File: src/rtl/ms_slave_feeder.sv
// Paced feeder: buffers producer words in a small FIFO and replays them as a
// held value plus a one-cycle sync pulse, with at least PERIOD cycles between pulses.
//
// section  | meaning
// SEC_IDLE | ready to pop the head word as soon as the FIFO is non-empty
// SEC_WAIT | pulse issued, timer counting down the remaining spacing
module ms_slave_feeder #(
    parameter int DEPTH     = 4,
    parameter int PERIOD    = 3,
    parameter int RESET_VAL = 1337
) (
    input  logic                       clk,
    input  logic                       rst,
    input  logic [31:0]                m_in,
    input  logic                       m_in_sync,
    output logic                       m_in_notify,
    output logic [31:0]                s_out,
    output logic                       s_out_sync,
    output logic [$clog2(DEPTH+1)-1:0] level
);
    localparam int LW = $clog2(DEPTH + 1);
    localparam int PW = $clog2(DEPTH);
    localparam int TW = $clog2(PERIOD + 1);

    typedef enum logic {SEC_IDLE, SEC_WAIT} sec_t;

    sec_t          section;
    logic [TW-1:0] timer;
    logic [PW-1:0] wr_ptr;
    logic [PW-1:0] rd_ptr;
    logic [31:0]   mem [DEPTH];
    logic          push;
    logic          pop;

    function automatic logic [PW-1:0] ptr_next(input logic [PW-1:0] p);
        return (p == PW'(DEPTH - 1)) ? '0 : p + 1'b1;
    endfunction

    // Both decisions use the pre-edge level, so a word pushed into an empty
    // FIFO is only seen by IDLE one edge later, and a full FIFO rejects a push
    // even when a pop happens on the same edge.
    assign m_in_notify = (level != LW'(DEPTH));
    assign push        = m_in_sync && m_in_notify;
    assign pop         = (section == SEC_IDLE) && (level != '0);

    always_ff @(posedge clk) begin
        if (push) mem[wr_ptr] <= m_in;
    end

    always_ff @(posedge clk) begin
        if (rst) begin
            section    <= SEC_IDLE;
            timer      <= '0;
            wr_ptr     <= '0;
            rd_ptr     <= '0;
            level      <= '0;
            s_out      <= 32'(RESET_VAL);
            s_out_sync <= 1'b0;
        end else begin
            if (push) wr_ptr <= ptr_next(wr_ptr);
            if (pop)  rd_ptr <= ptr_next(rd_ptr);
            case ({push, pop})
                2'b10:   level <= level + 1'b1;
                2'b01:   level <= level - 1'b1;
                default: level <= level;
            endcase

            case (section)
                SEC_IDLE: begin
                    if (pop) begin
                        s_out      <= mem[rd_ptr];
                        s_out_sync <= 1'b1;
                        timer      <= TW'(PERIOD - 1);
                        section    <= SEC_WAIT;
                    end else begin
                        s_out_sync <= 1'b0;
                    end
                end
                SEC_WAIT: begin
                    s_out_sync <= 1'b0;
                    if (timer == TW'(1)) section <= SEC_IDLE;
                    else                 timer   <= timer - 1'b1;
                end
                default: begin
                    s_out_sync <= 1'b0;
                    section    <= SEC_IDLE;
                end
            endcase
        end
    end
endmodule

File: config.mk
export PLATFORM = sky130hd
export DESIGN_NAME = ms_slave_feeder
export DESIGN_NICKNAME = d
export VERILOG_FILES = /design/src/rtl/ms_slave_feeder.sv
export SDC_FILE = /design/constraint.sdc
export NUM_CORES = 1
export LEC_CHECK = 0
export CAP_MARGIN = 20
export CORE_MARGIN = 2
export CORE_UTILIZATION = 45
export CTS_CLUSTER_SIZE = 30
export DETAILED_ROUTE_END_ITERATION = 16
export MAX_ROUTING_LAYER = met4
export PLACE_DENSITY = 0.66
export SLEW_MARGIN = 15
export SYNTH_ARGS = -nofsm -noshare
export SYNTH_HDL_FRONTEND = slang
export SYNTH_SLANG_ARGS = --single-unit
File: constraint.sdc
create_clock -name clk -period 6.2 [get_ports clk]
set_clock_uncertainty 0.1 [all_clocks]
set_input_delay 1.55 -clock clk [delete_from_list [all_inputs] [get_ports clk]]
set_output_delay 1.55 -clock clk [all_outputs]
set_load 0.05 [all_outputs]
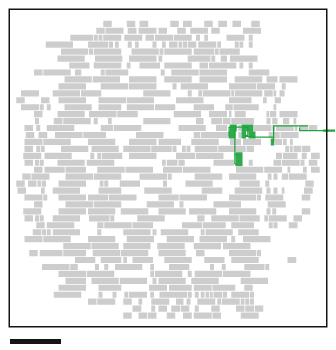
Fig. 1. Nets reached from selected ports.
The bar under the picture is 20 um long.
- green: m_in_sync (bits 1; direction input; edge east; end cells 9; buffers 1; wire 74.3 um)

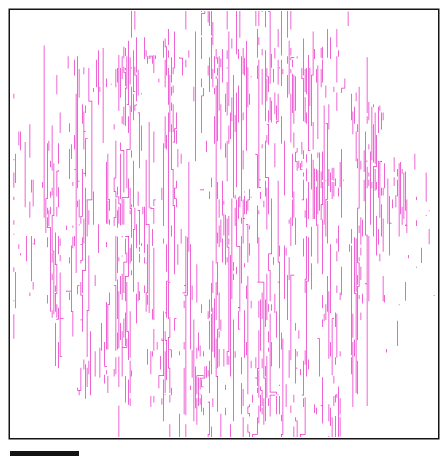
Fig. 2. Signal wires on met2.
The bar under the picture is 20 um long.
- longest straight run: 51.7 um
- main direction: vertical
- share of all routed wire: 51%
- wire length on this layer: 6,420 um

==> flow_summary_export.csv <==
group,metric,value,unit
drt,drt_iter0_markers,214,
status,status,"finished clean",
logic_synthesis,enable_flop_cells,128,
sta,finalSetupTns,0,ns
sta,setup_repair_after_global_routing_missed_its_margin,"no",
logic_synthesis,synth.ff_latch_count,171,
sta,max_slew.worst_pin.slew,0.912,ns
logic_synthesis,ys_types,30,
place,hpwlAfterDp,7120,um
hold_path,hold_path_end,"s_out[22]",
drt,route.detailed.vias_per_inst,5.49,
cts,tritoncts_clock_tree,"yes",
drt,drc,0,
logic_synthesis,synth.yosys.num_cells,383,
finish,drive_above_1_share,0.175,
sta,hold-worst-slack,0.376,ns
cts,htree_num_levels,4,
setup_path,critical_path.max_fanout,10,
finish,mostFrequentLayoutCell,"edfxtp_1",
drt,maxUsedRoutingLayer,"met4",
hold_path,worstHoldPathCells,2,
pwr,power.static_leakage,2.58,nW
logic_synthesis,yosysChipArea,6450,um2
setup_path,worst_setup_path_start_kind,"register",
drt,route.met3.wl,787,um
cts,postCtsSetupRepairBufs,0,
logic_synthesis,netlist.top_cell.by_area,"edfxtp_1",
setup_path,worstSetupEndpoint,"m_in_notify",
logic_synthesis,syn_avg_cell_area,16.8,um2
logic_synthesis,netlist_instances,383,
cts,hold_buffers,0,
grt,gr_util_all_layers,0.187,
setup_path,critPathCaptureType,"output pin",
job,openroad.warnings,29,
setup_path,required,4.55,ns
grt,first_global_vias,3734,
drt,wl_met1,5390,um
setup_path,cpPeakStageDelay,0.75,ns
logic_synthesis,synth_async_sr_flop_share,0,
drt,dr_wl_met2,6420,um
drt,route.final.wire_length,12700,um
cts,cts.repair.resized,0,
sta,setup-violations-final,0,
sta,fin_crit,3.79,ns
drt,routed-via-count,3527,
finish,count_of_nets_after_finishing,493,
cts,ctsLongestPathBuffers,2,
pwr,cellPowerDensity,487,nW/um2
die,die_h,124,um
cts,ctsRootBufferMaster,"clkbuf_16",
sta,finalHoldViolations,0,
cts,clk_pin_slew_worst_paths,0.06,ns
drt,wire_per_inst,19.7,um
setup_path,critPathSlowestCell,"clkdlybuf4s50_1",
finish,syn2layout_area_growth,22.0,%
sta,maxSlewViolCount,0,
setup_path,crit_path_cell_trace,"or3b_1 -> clkdlybuf4s50_1",
grt,grt_pass1_wl,20000,um
grt,grt_overflow_total,0,
die,pin_count,72,
logic_synthesis,synth_area,6450,um2
logic_synthesis,postSynth.topFlopCell,"edfxtp_1",
setup_path,critical_path_arrival,2.14,ns
setup_path,ff2ff_setup_slack,3.19,ns
setup_path,gate_family_responsible_for_the_most_delay_along_the_worst_path,"buffers and inverters",
die,initial_utilization,0.463,
cts,cts_made_buffers,17,
finish,layout_top_cells,"edfxtp_1 (128), clkdlybuf4s50_1 (70), nand3_1 (41), dfxtp_1 (41), o21ai_0 (35)",
cts,cts_sinks,171,
sta,maxClockFrequency,264,MHz
drt,ant_nets,0,
hold_path,worst_hold_startpoint,"s_out[22]",
setup_path,crit_path_start,"level[2]",
drt,detail_route.first_pass.iterations,5,
finish,insertedDiodeCount,0,
logic_synthesis,ys_seq_frac,0.729,
setup_path,cp_num_buf_inv,1,
grt,grt_max_degree,39,
pwr,worst_ir_drop_vdd,234,uV
place,weighted_congestion_reported_at_the_end_of_routability_driven_placement,0.736,
setup_path,rr_worst_depth,10,
cts,clock.latency.late_pin,0.42,ns
logic_synthesis,synth.top_cells.by_area,"edfxtp_1 (60%), dfxtp_1 (13%), mux4_2 (11%), nand3_1 (3.2%), o21ai_0 (2.7%)",
hold_path,hold_path_class,"reg -> reg",
grt,grt.met2_usage,0.293,
die,dieWidth,124,um
setup_path,critical_path.reg2reg.endpoint,"level[2]",
sta,max_slew_margin,0.392,
die,core_area,13900,um2
logic_synthesis,syn-num-nets,426,
setup_path,cp_num_cells,2,
logic_synthesis,yosysTopAreaCellShare,0.596,
sta,finalClockPeriodUsage,0.611,
logic_synthesis,synth_warnings,0,
setup_path,setup.worst_path.class,"reg -> out",
grt,globalRouteMet3Util,0.0385,
job,maxCapViolCount,0,
setup_path,r2r-start,"section",
finish,mi_logic_area,1560,um2
die,die-area,15300,um2
grt,grt_busiest_layer,"met2",
finish,final-seq-area,4710,um2
grt,grt_util_met1,0.239,
place,io_buffer_count,71,
grt,antenna_found_initial,0,
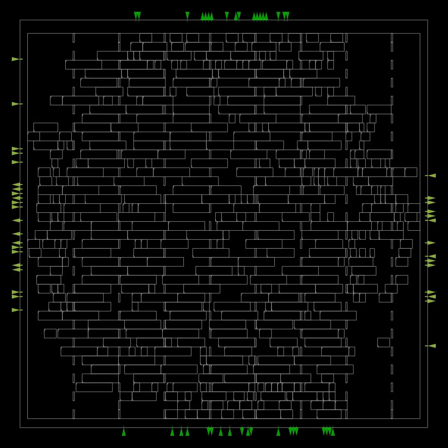
Fig. 3. Cell outlines without signal wires.
filler instances: 1,092
final standard cell count with taps included and fillers excluded: 643
final core area utilization: 0.565
Placement Rows: 43

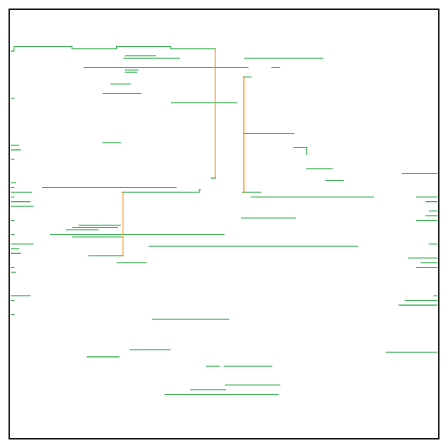
Fig. 4. Routed metal, one colour a layer.
Only two layers are drawn.
- green: metal 3 (wire length 788 um)
- orange: metal 4 (wire length 89.1 um)

Yosys cell counts (all sizes together) (4+ instances only):
cell type  instances
edfxtp           128
nand3             41
inv                8
o21ai             35
dfxtp             43
buf               17
ha                 7
nor2               5
clkbuf            11
and3               4
a21oi             35
mux4              32
power breakdown:
part,leakage [nW],switching (mW),internal [mW],total [mW]
clock network,0.282,0.433,0.604,1.04
registers,1.53,0.109,1.41,1.52
logic,0.764,0.802,0.474,1.28
worst register-to-register path: stages (launching register included):
cell	delay [ns]
dfxtp_1	0.31
buf_4	0.36
clkinv_1	0.67
nand2_1	0.35
inv_1	0.07
ha_1	0.20
inv_1	0.07
fa_1	0.17
xor2_1	0.07
or3_2	0.41
a21oi_1	0.15
area by class of cell:
class,count,share of cell area
Clock inverter,14,0.0186
Tap cell,180,0.0286
Timing Repair Buffer,76,0.0970
Sequential cell,171,0.598
Clock buffer,18,0.0558
Multi-Input combinational cell,175,0.198
Inverter,9,0.00429
cells by family after synthesis:
| logic type | count (synthesis) | share of synthesized area |
|---|---|---|
| and+or+nand+nor | 59 | 0.0496 |
| buffers and inverters | 37 | 0.0297 |
| DFF | 171 | 0.729 |
| xor gates and xnor gates | 2 | 0.00272 |
| muxes | 33 | 0.113 |
| adders and majority gates | 8 | 0.0167 |
| AOI/OAI and AO/OA | 73 | 0.0589 |
sequential cells by signal (all words and copies together), names as in the netlist:
register,cells
s_out_sync,1
mem,128
wr_ptr,2
section,1
s_out,32
rd_ptr,2
level,3
timer,2
per-stage QoR:
step                      std cells  setup slack, ns  total power, mW  instance area (um2)
after global placement          610             2.55             2.78                 7260
final                           643             2.41             3.83                 7870
after floorplan                 383             3.01             2.44                 6450
after CTS                       643             2.40             3.87                 7870
after detailed placement        611             2.47             2.84                 7290
after global routing            643             2.31             4.02                 7870
No activity file was given, so power comes from the tool's default toggle rates.
